--- config.mk ---
export PLATFORM = sky130hd
export DESIGN_NAME = mem_lsu_flat
export DESIGN_NICKNAME = d
export VERILOG_FILES = /design/src/rtl/mem_lsu_pkg.sv /design/src/rtl/mem_lsu_if.sv /design/src/rtl/mem_lsu_align.sv /design/src/rtl/mem_lsu.sv /design/src/flat_wrapper.sv
export SDC_FILE = /design/constraint.sdc
export NUM_CORES = 1
export LEC_CHECK = 0
export ABC_CLOCK_PERIOD_IN_PS = 2200
export CORE_MARGIN = 2
export CORE_UTILIZATION = 40
export CTS_BUF_LIST = sky130_fd_sc_hd__clkbuf_8
export DETAILED_ROUTE_END_ITERATION = 10
export GPL_TIMING_DRIVEN = 0
export PLACE_DENSITY_LB_ADDON = 0.08
export SYNTH_ARGS = -nofsm -noshare
export SYNTH_HDL_FRONTEND = slang
export SYNTH_SLANG_ARGS = --single-unit
--- constraint.sdc ---
create_clock -name clk -period 2.2 [get_ports clk]
set_clock_uncertainty 0.1 [all_clocks]
set_input_delay 0.22 -clock clk [delete_from_list [all_inputs] [get_ports clk]]
set_output_delay 0.22 -clock clk [all_outputs]
set_load 0.005 [all_outputs]
--- src/rtl/mem_lsu_pkg.sv ---
// Shared definitions for the bittyCore memory stage (mem_lsu).
// aluop codes, reset level, FSM states and small decode helpers.
package mem_lsu_pkg;

    localparam logic       RST_ENABLE = 1'b0;
    localparam logic [31:0] ZERO_WORD = 32'h0000_0000;

    localparam logic [7:0] EXE_LB  = 8'b1110_0000;
    localparam logic [7:0] EXE_LH  = 8'b1110_0001;
    localparam logic [7:0] EXE_LW  = 8'b1110_0011;
    localparam logic [7:0] EXE_LBU = 8'b1110_0100;
    localparam logic [7:0] EXE_LHU = 8'b1110_0101;
    localparam logic [7:0] EXE_SB  = 8'b1110_1000;
    localparam logic [7:0] EXE_SH  = 8'b1110_1001;
    localparam logic [7:0] EXE_SW  = 8'b1110_1011;

    typedef enum logic [0:0] {
        LSU_IDLE = 1'b0,
        LSU_BUSY = 1'b1
    } lsu_state_e;

    function automatic logic is_store(input logic [7:0] op);
        return (op == EXE_SB) || (op == EXE_SH) || (op == EXE_SW);
    endfunction

    function automatic logic is_mem(input logic [7:0] op);
        return is_store(op) || (op == EXE_LB) || (op == EXE_LH) ||
               (op == EXE_LW) || (op == EXE_LBU) || (op == EXE_LHU);
    endfunction

    function automatic logic is_misaligned(input logic [7:0] op,
                                           input logic [1:0] a);
        logic half;
        logic word;
        half = (op == EXE_LH) || (op == EXE_LHU) || (op == EXE_SH);
        word = (op == EXE_LW) || (op == EXE_SW);
        return (half && a[0]) || (word && (a != 2'b00));
    endfunction

endpackage

--- src/rtl/mem_lsu_if.sv ---
// Data bus between the memory stage (master) and the data memory (slave).
// Request is held until ack or err; err takes priority over ack.
interface mem_lsu_if;
    logic        req;
    logic        we;
    logic [31:0] addr;
    logic [3:0]  be;
    logic [31:0] wdata;
    logic [31:0] rdata;
    logic        ack;
    logic        err;

    modport master (
        output req, we, addr, be, wdata,
        input  rdata, ack, err
    );

    modport slave (
        input  req, we, addr, be, wdata,
        output rdata, ack, err
    );
endinterface

--- src/rtl/mem_lsu_align.sv ---
// Byte-lane steering: store enables/lane replication and load extraction.
// Without misalign traps, half uses a[1] only and word always uses lane 0.
module mem_lsu_align
    import mem_lsu_pkg::*;
(
    input  logic [7:0]  aluop_i,
    input  logic [1:0]  a_i,
    input  logic [31:0] sdata_i,
    input  logic [31:0] rdata_i,
    output logic [3:0]  be_o,
    output logic [31:0] wdata_o,
    output logic [31:0] ldata_o
);

    logic [7:0]  byte_sel;
    logic [15:0] half_sel;
    logic [3:0]  be_b;
    logic [3:0]  be_h;

    always_comb begin
        unique case (a_i)
            2'd0: byte_sel = rdata_i[7:0];
            2'd1: byte_sel = rdata_i[15:8];
            2'd2: byte_sel = rdata_i[23:16];
            default: byte_sel = rdata_i[31:24];
        endcase
        half_sel = a_i[1] ? rdata_i[31:16] : rdata_i[15:0];
        be_b = 4'b0001 << a_i;
        be_h = 4'b0011 << {a_i[1], 1'b0};
    end

    always_comb begin
        be_o    = 4'b0000;
        wdata_o = sdata_i;
        ldata_o = rdata_i;
        unique case (aluop_i)
            EXE_LB: begin
                be_o    = be_b;
                ldata_o = {{24{byte_sel[7]}}, byte_sel};
            end
            EXE_LBU: begin
                be_o    = be_b;
                ldata_o = {24'h0, byte_sel};
            end
            EXE_LH: begin
                be_o    = be_h;
                ldata_o = {{16{half_sel[15]}}, half_sel};
            end
            EXE_LHU: begin
                be_o    = be_h;
                ldata_o = {16'h0, half_sel};
            end
            EXE_LW: be_o = 4'b1111;
            EXE_SB: begin
                be_o    = be_b;
                wdata_o = {4{sdata_i[7:0]}};
            end
            EXE_SH: begin
                be_o    = be_h;
                wdata_o = {2{sdata_i[15:0]}};
            end
            EXE_SW: be_o = 4'b1111;
            default: begin
            end
        endcase
    end

endmodule

--- src/rtl/mem_lsu.sv ---
// bittyCore memory stage: load/store FSM over the req/ack data bus.
// Optional BITTY_LSU_MISALIGN_EXC_EN traps misaligned half/word accesses.
module mem_lsu
    import mem_lsu_pkg::*;
#(
    parameter int BUS_TIMEOUT = 255
) (
    input  logic        clk,
    input  logic        rst,
    input  logic        valid_i,
    input  logic [7:0]  aluop_i,
    input  logic [31:0] mem_addr_i,
    input  logic [31:0] mem_sdata_i,
    input  logic [4:0]  wd_i,
    input  logic        wreg_i,
    input  logic [31:0] wdata_i,
    output logic        stall_req_o,
    output logic        valid_o,
    output logic [4:0]  wd_o,
    output logic        wreg_o,
    output logic [31:0] wdata_o,
`ifdef BITTY_LSU_MISALIGN_EXC_EN
    output logic        misalign_o,
`endif
    output logic        bus_err_o,
    mem_lsu_if.master   dbus
);

    lsu_state_e  state_q, state_d;
    logic [7:0]  cnt_q, cnt_d;
    logic [31:0] addr_q, addr_d;
    logic [3:0]  be_q, be_d;
    logic [31:0] bwdata_q, bwdata_d;
    logic        we_q, we_d;
    logic        valid_q, valid_d;
    logic [4:0]  wd_q, wd_d;
    logic        wreg_q, wreg_d;
    logic [31:0] wdata_q, wdata_d;
    logic        err_q, err_d;

    logic        mem_op;
    logic        misal;
    logic        timeout;
    logic [3:0]  be_c;
    logic [31:0] lane_wdata;
    logic [31:0] ldata;

    mem_lsu_align u_align (
        .aluop_i (aluop_i),
        .a_i     (mem_addr_i[1:0]),
        .sdata_i (mem_sdata_i),
        .rdata_i (dbus.rdata),
        .be_o    (be_c),
        .wdata_o (lane_wdata),
        .ldata_o (ldata)
    );

    assign mem_op = is_mem(aluop_i);
`ifdef BITTY_LSU_MISALIGN_EXC_EN
    assign misal = is_misaligned(aluop_i, mem_addr_i[1:0]);
`else
    assign misal = 1'b0;
`endif
    assign timeout = (state_q == LSU_BUSY) &&
                     (cnt_q == 8'(BUS_TIMEOUT - 1));

    // A trapped misaligned op completes in IDLE, so it must not stall.
    assign stall_req_o = valid_i && mem_op && !misal &&
                         ((state_q == LSU_IDLE) ||
                          (!dbus.ack && !dbus.err && !timeout));

    always_comb begin
        state_d  = state_q;
        cnt_d    = cnt_q;
        addr_d   = addr_q;
        be_d     = be_q;
        bwdata_d = bwdata_q;
        we_d     = we_q;
        valid_d  = 1'b0;
        wd_d     = wd_i;
        wreg_d   = 1'b0;
        wdata_d  = ZERO_WORD;
        err_d    = 1'b0;
        unique case (state_q)
            LSU_IDLE: begin
                if (valid_i && mem_op) begin
                    if (misal) begin
                        valid_d = 1'b1;
                    end else begin
                        state_d  = LSU_BUSY;
                        cnt_d    = 8'd0;
                        addr_d   = {mem_addr_i[31:2], 2'b00};
                        be_d     = be_c;
                        bwdata_d = lane_wdata;
                        we_d     = is_store(aluop_i);
                    end
                end else begin
                    valid_d = valid_i;
                    wreg_d  = wreg_i;
                    wdata_d = wdata_i;
                end
            end
            default: begin
                cnt_d = cnt_q + 8'd1;
                if (dbus.err || (timeout && !dbus.ack)) begin
                    state_d = LSU_IDLE;
                    valid_d = 1'b1;
                    err_d   = 1'b1;
                end else if (dbus.ack) begin
                    state_d = LSU_IDLE;
                    valid_d = 1'b1;
                    wreg_d  = we_q ? 1'b0 : wreg_i;
                    wdata_d = we_q ? ZERO_WORD : ldata;
                end
            end
        endcase
    end

    always_ff @(posedge clk) begin
        if (rst == RST_ENABLE) begin
            state_q  <= LSU_IDLE;
            cnt_q    <= 8'd0;
            addr_q   <= ZERO_WORD;
            be_q     <= 4'b0000;
            bwdata_q <= ZERO_WORD;
            we_q     <= 1'b0;
            valid_q  <= 1'b0;
            wd_q     <= 5'd0;
            wreg_q   <= 1'b0;
            wdata_q  <= ZERO_WORD;
            err_q    <= 1'b0;
        end else begin
            state_q  <= state_d;
            cnt_q    <= cnt_d;
            addr_q   <= addr_d;
            be_q     <= be_d;
            bwdata_q <= bwdata_d;
            we_q     <= we_d;
            valid_q  <= valid_d;
            wd_q     <= wd_d;
            wreg_q   <= wreg_d;
            wdata_q  <= wdata_d;
            err_q    <= err_d;
        end
    end

`ifdef BITTY_LSU_MISALIGN_EXC_EN
    logic mis_q;
    always_ff @(posedge clk) begin
        if (rst == RST_ENABLE) begin
            mis_q <= 1'b0;
        end else begin
            mis_q <= (state_q == LSU_IDLE) && valid_i && mem_op && misal;
        end
    end
    assign misalign_o = mis_q;
`endif

    assign valid_o    = valid_q;
    assign wd_o       = wd_q;
    assign wreg_o     = wreg_q;
    assign wdata_o    = wdata_q;
    assign bus_err_o  = err_q;
    assign dbus.req   = (state_q == LSU_BUSY);
    assign dbus.we    = we_q;
    assign dbus.addr  = addr_q;
    assign dbus.be    = be_q;
    assign dbus.wdata = bwdata_q;

endmodule

--- src/flat_wrapper.sv ---
// flat-port wrapper written by rule: the top's interface ports become plain ports
module mem_lsu_flat import mem_lsu_pkg::*;
#(
    parameter int BUS_TIMEOUT = 255
)
  (clk, rst, valid_i, aluop_i, mem_addr_i, mem_sdata_i, wd_i, wreg_i, wdata_i, stall_req_o, valid_o, wd_o, wreg_o, wdata_o, bus_err_o, dbus_req, dbus_we, dbus_addr, dbus_be, dbus_wdata, dbus_rdata, dbus_ack, dbus_err);
  mem_lsu_if dbus_i ();
  input  logic clk;
  input  logic rst;
  input  logic valid_i;
  input  logic [7:0] aluop_i;
  input  logic [31:0] mem_addr_i;
  input  logic [31:0] mem_sdata_i;
  input  logic [4:0] wd_i;
  input  logic wreg_i;
  input  logic [31:0] wdata_i;
  output logic stall_req_o;
  output logic valid_o;
  output logic [4:0] wd_o;
  output logic wreg_o;
  output logic [31:0] wdata_o;
  output logic bus_err_o;
  output wire logic [$bits(dbus_i.req)-1:0] dbus_req;
  output wire logic [$bits(dbus_i.we)-1:0] dbus_we;
  output wire logic [$bits(dbus_i.addr)-1:0] dbus_addr;
  output wire logic [$bits(dbus_i.be)-1:0] dbus_be;
  output wire logic [$bits(dbus_i.wdata)-1:0] dbus_wdata;
  input wire logic [$bits(dbus_i.rdata)-1:0] dbus_rdata;
  input wire logic [$bits(dbus_i.ack)-1:0] dbus_ack;
  input wire logic [$bits(dbus_i.err)-1:0] dbus_err;
  assign dbus_req = dbus_i.req;
  assign dbus_we = dbus_i.we;
  assign dbus_addr = dbus_i.addr;
  assign dbus_be = dbus_i.be;
  assign dbus_wdata = dbus_i.wdata;
  assign dbus_i.rdata = dbus_rdata;
  assign dbus_i.ack = dbus_ack;
  assign dbus_i.err = dbus_err;
  mem_lsu #(.BUS_TIMEOUT(BUS_TIMEOUT)) u_core (.clk(clk), .rst(rst), .valid_i(valid_i), .aluop_i(aluop_i), .mem_addr_i(mem_addr_i), .mem_sdata_i(mem_sdata_i), .wd_i(wd_i), .wreg_i(wreg_i), .wdata_i(wdata_i), .stall_req_o(stall_req_o), .valid_o(valid_o), .wd_o(wd_o), .wreg_o(wreg_o), .wdata_o(wdata_o), .bus_err_o(bus_err_o), .dbus(dbus_i));
endmodule
### Placed standard cells, run 1

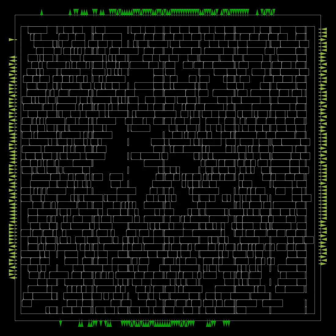
layout filler cell count: 1079
row count: 41
number of standard cells in the layout, taps in and fillers out: 1016

### Cells coloured by class, run 1

Fill, decap, tap and diode cells in grey.
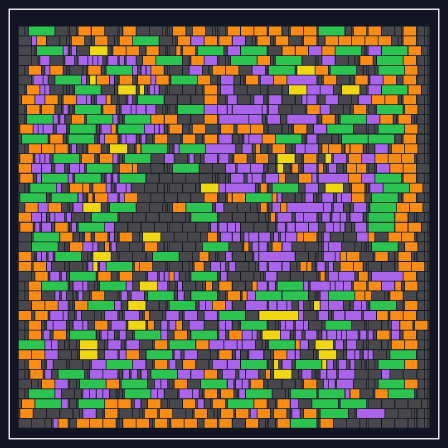
yellow -> clock drivers and dummy loads  # cells 30, share of their area 4.3%
orange -> other buffers and delay cells  # cells 306, share of their area 34%
purple -> combinational and other logic  # cells 392, share of their area 33%
green -> flops  # cells 116, share of their area 28%
final core area utilization: 0.664
area of the core: 12700 um2

==> flow_metrics.tcl, run 1 <==
# place-and-route summary
set metrics [dict create \
    tritoncts_clock_tree "built" \
    crit_path_max_fanout 10 \
    fin_ws_ps 14.8 \
    worst_r2r_endpoint "u_core.wdata_o[22]$_SDFF_PN0_" \
    insertedDiodeCount 0 \
    synth_largest_type_area_fraction 0.441 \
    min_delay_path_depth 3 \
    ys_top_logic_family "AND-OR/OR-AND gates" \
    syn_area_um2 5260 \
    synth.largest_area_cell "sky130_fd_sc_hd__dfxtp_1" \
    final_design_area_excluding_fillers_um2 8440 \
    power.static_leakage_nw 3.18 \
    ios 258 \
    critical-path-max-stage-delay_ps 480 \
    mux_area_frac 0.121 \
    cts_sinks 116 \
    post_dp_cell_area_um2 8030 \
    r2r-start "u_core.dbus.we$_SDFFE_PN0P_" \
    top_cells_by_area "sky130_fd_sc_hd__dfxtp_1, sky130_fd_sc_hd__mux2i_1, sky130_fd_sc_hd__nand2_1" \
    number_of_cells_on_the_worst_reg_to_reg_path 6 \
    synth.distinct_cells 53 \
    critical_path_required_ps 1880 \
    intPower_w 0.00357 \
    unrepaired_setup_endpoints_after_global_routing "yes" \
    setup_violating_endpoint_count_in_the_final_report 0 \
    met2_wirelength_mm 9.24 \
    critical_path_cell_count 6 \
    finalCritPeriodShare 0.993 \
    maxSlewViolCount 0 \
    clock_power_w 0.00179 \
    tritoncts.num_buffers 17 \
    power.share.switching 0.235 \
    worst_ir_drop_vdd_v 0.000338 \
    worst_path_cell_trace "clkdlybuf4s50_1, buf_2, inv_1, o2111a_1, and2_1, dlygate4sd2_1" \
    hold_buffers 0 \
    synthAdderAreaFrac 0.00475 \
    die_w_um 119 \
    top_power_group "registers" \
    worst_hold_path_type "in -> reg" \
    resized_after_cts 4 \
    yosysWarnings 0 \
    status "completed" \
    critical_path.slowest_cell "sky130_fd_sc_hd__clkdlybuf4s50_1" \
    ant_nets 0 \
    drc_errors 0 \
    mostFrequentLayoutCell "sky130_fd_sc_hd__clkdlybuf4s50_1" \
    post-route-min-period_ps 2190 \
    global_route.peak_usage_layer "met2" \
    seqPwrFrac 0.464 \
    routed_via_density 5.38 \
    grt_pass1_wl_mm 29.3 \
    edf_count 0 \
    finalHoldViolations 0 \
    switching_power_w 0.00110 \
    num_tap_cells 172 \
    floorplan.die.height_um 119 \
    fmax_mhz 458 \
    netlist_instances 553 \
    dr_wl_met3_mm 1.91 \
    worst_path_buffer_plus_inverter_count 4 \
    combinationalPower_w 0.000714 \
    clockBufferCount 21 \
    register_fraction_of_the_total_cell_area 0.275 \
    ys_async_sr_fraction 0 \
    buffer_ports.inserted 254 \
    final-clk-cell-share 0.0419 \
    clock_insertion_delay_worst_skew_ps 430 \
]
### The metal 3 layer, run 1

Bar = 20 um.
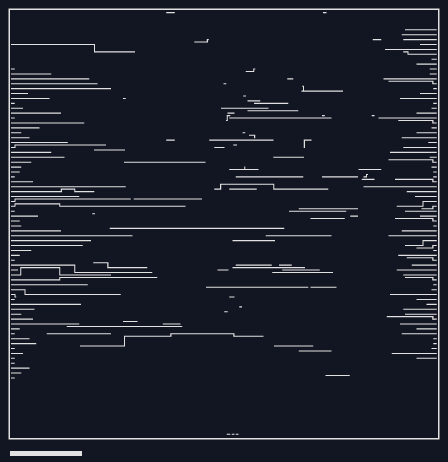
share of all routed wire = 10%
nets with wire on the layer = 179
wire length on this layer = 1910 um
vias after detailed routing: 5467
met3 routing resource usage after global routing: 0.112
DRT Wirelength: 18.6 mm

## Run 2: what changed since run 1
- CTS_CLUSTER_DIAMETER: unset -> 40
==> flow_metrics.tcl, run 2 <==
# place-and-route summary
set metrics [dict create \
    status "completed" \
    power.share.switching 0.235 \
    synth.largest_area_cell "sky130_fd_sc_hd__dfxtp_1" \
    r2r-start "u_core.dbus.we$_SDFFE_PN0P_" \
    num_tap_cells 172 \
    floorplan.die.height_um 119 \
    setup_violating_endpoint_count_in_the_final_report 0 \
    grt_pass1_wl_mm 29.3 \
    insertedDiodeCount 0 \
    instances_no_fill 1016 \
    post-route-min-period_ps 2190 \
    synth_largest_type_area_fraction 0.441 \
    met2_wirelength_mm 9.24 \
    finalCritPeriodShare 0.993 \
    cts_sinks 116 \
    clock_insertion_delay_worst_skew_ps 430 \
    detail_route.wirelength_mm 18.6 \
    clock_power_w 0.00179 \
    number_of_cells_on_the_worst_reg_to_reg_path 6 \
    critical-path-max-stage-delay_ps 480 \
    routed_via_density 5.38 \
    mux_area_frac 0.121 \
    critical_path_required_ps 1880 \
    ys_top_logic_family "AND-OR/OR-AND gates" \
    layout_top_cells "sky130_fd_sc_hd__clkdlybuf4s50_1, sky130_fd_sc_hd__dfxtp_1, sky130_fd_sc_hd__nand2_1, sky130_fd_sc_hd__a21boi_0, sky130_fd_sc_hd__mux2i_1" \
    worst_hold_path_type "in -> reg" \
    syn_area_um2 5260 \
    layout.area.comb_um2 2720 \
    grt_max_degree 17 \
    power.static_leakage_nw 3.18 \
    top_cells_by_area "sky130_fd_sc_hd__dfxtp_1, sky130_fd_sc_hd__mux2i_1, sky130_fd_sc_hd__nand2_1" \
    tritoncts.num_buffers 17 \
    synthAdderAreaFrac 0.00475 \
    clockBufferCount 21 \
    die_w_um 119 \
    unrepaired_setup_endpoints_after_global_routing "yes" \
    worst_hold_slack_ps 231 \
    netlist_instances 553 \
    top_power_group "registers" \
    core_region_area_um2 12700 \
    tritoncts_clock_tree "built" \
    critical_path.slowest_cell "sky130_fd_sc_hd__clkdlybuf4s50_1" \
    fmax_mhz 458 \
    drc_errors 0 \
    worst_ir_drop_vdd_v 0.000338 \
    synth.distinct_cells 53 \
    intPower_w 0.00357 \
    critical_path_cell_count 6 \
    num_vias 5467 \
    ant_nets 0 \
    final-clk-cell-share 0.0419 \
    worst_r2r_endpoint "u_core.wdata_o[22]$_SDFF_PN0_" \
    share_of_layout_cells_above_drive_strength_1 0.0983 \
    post_dp_cell_area_um2 8030 \
    crit_path_max_fanout 10 \
    hold_buffers 0 \
    layout.core_utilization 0.664 \
    edf_count 0 \
    worst_path_buffer_plus_inverter_count 4 \
    grt_usage 0.264 \
    global_route.peak_usage_layer "met2" \
    clk_pin_slew_ps 70 \
    switching_power_w 0.00110 \
    dr_wl_met3_mm 1.91 \
    mostFrequentLayoutCell "sky130_fd_sc_hd__clkdlybuf4s50_1" \
    worst_path_cell_trace "clkdlybuf4s50_1, buf_2, inv_1, o2111a_1, and2_1, dlygate4sd2_1" \
    combinationalPower_w 0.000714 \
    resized_after_cts 4 \
    seqPwrFrac 0.464 \
    finalHoldViolations 0 \
    maxSlewViolCount 0 \
    floorplan.rows 41 \
    ys_async_sr_fraction 0 \
    global_route.usage.met3 0.112 \
]
### Cells coloured by class, run 2

Fill, decap, tap and diode cells in grey.
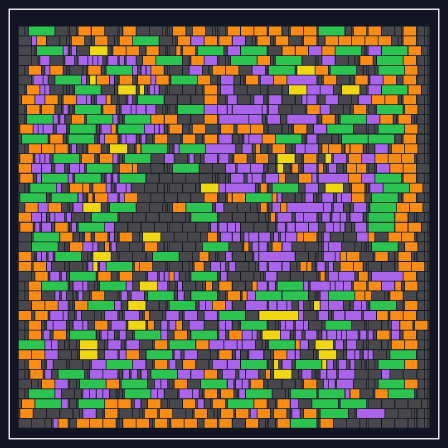
register fraction of the total cell area: 0.275
final design area excluding fillers: 8440 um2

### Wires at chosen ports, followed through buffers, run 2

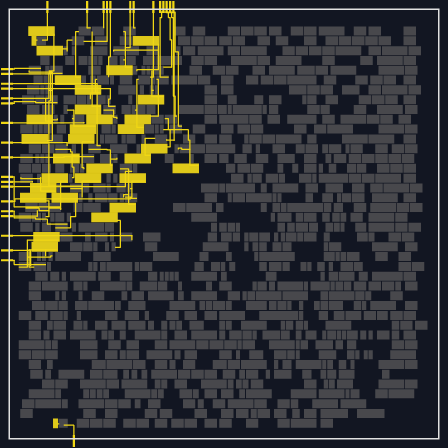
yellow -> dbus_addr  # direction output, edge 18 left, 13 top, 1 bottom, end cells 32, buffers 32, wire 1080 um
num ports: 258
tally of buffers added on design ports: 254

## Run 3: what changed since run 2
- HOLD_SLACK_MARGIN: unset -> 0.08
### The metal 3 layer, run 3

Bar = 20 um.
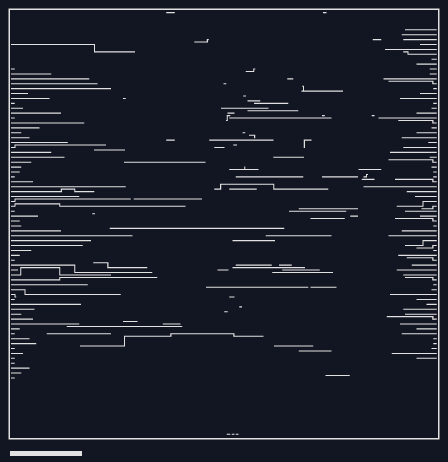
wire length on this layer = 1910 um
nets with wire on the layer = 179
main direction = horizontal
share of all routed wire = 10%

==> flow_metrics.tcl, run 3 <==
# place-and-route summary
set metrics [dict create \
    core_region_area_um2 12700 \
    worst_hold_slack_ps 231 \
    mux_area_frac 0.121 \
    worst_hold_path_type "in -> reg" \
    floorplan.die.height_um 119 \
    cts_sinks 116 \
    critical_path_required_ps 1880 \
    ys_top_logic_family "AND-OR/OR-AND gates" \
    synth_largest_type_area_fraction 0.441 \
    post-route-min-period_ps 2190 \
    status "completed" \
    register_fraction_of_the_total_cell_area 0.275 \
    synth.distinct_cells 53 \
    number_of_cells_on_the_worst_reg_to_reg_path 6 \
    setup_violating_endpoint_count_in_the_final_report 0 \
    hold_buffers 0 \
    final_design_area_excluding_fillers_um2 8440 \
    share_of_layout_cells_above_drive_strength_1 0.0983 \
    switching_power_w 0.00110 \
    synthAdderAreaFrac 0.00475 \
    netlist_instances 553 \
    clk_pin_slew_ps 70 \
    ant_nets 0 \
    worst_r2r_endpoint "u_core.wdata_o[22]$_SDFF_PN0_" \
    intPower_w 0.00357 \
    num_vias 5467 \
    clockBufferCount 21 \
    yosysWarnings 0 \
    layout.core_utilization 0.664 \
    buffer_ports.inserted 254 \
    grt_max_degree 17 \
    critical-path-max-stage-delay_ps 480 \
    layout.area.comb_um2 2720 \
    clock_insertion_delay_worst_skew_ps 430 \
    critical_path.slowest_cell "sky130_fd_sc_hd__clkdlybuf4s50_1" \
    worst_path_buffer_plus_inverter_count 4 \
    global_route.usage.met3 0.112 \
    layout_top_cells "sky130_fd_sc_hd__clkdlybuf4s50_1, sky130_fd_sc_hd__dfxtp_1, sky130_fd_sc_hd__nand2_1, sky130_fd_sc_hd__a21boi_0, sky130_fd_sc_hd__mux2i_1" \
    insertedDiodeCount 0 \
    grt_usage 0.264 \
    fin_ws_ps 14.8 \
    worst_path_cell_trace "clkdlybuf4s50_1, buf_2, inv_1, o2111a_1, and2_1, dlygate4sd2_1" \
    post_dp_cell_area_um2 8030 \
    power.share.switching 0.235 \
    crit_path_max_fanout 10 \
    instances_no_fill 1016 \
    finalHoldViolations 0 \
    seqPwrFrac 0.464 \
    tritoncts.num_buffers 17 \
    power.static_leakage_nw 3.18 \
    floorplan.rows 41 \
    min_delay_path_depth 3 \
    fmax_mhz 458 \
    combinationalPower_w 0.000714 \
    worst_ir_drop_vdd_v 0.000338 \
]
### Placed standard cells, run 3

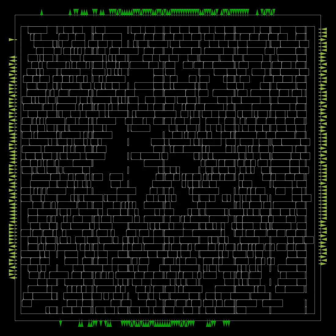
number of sequential cells: 116
number of well taps: 172

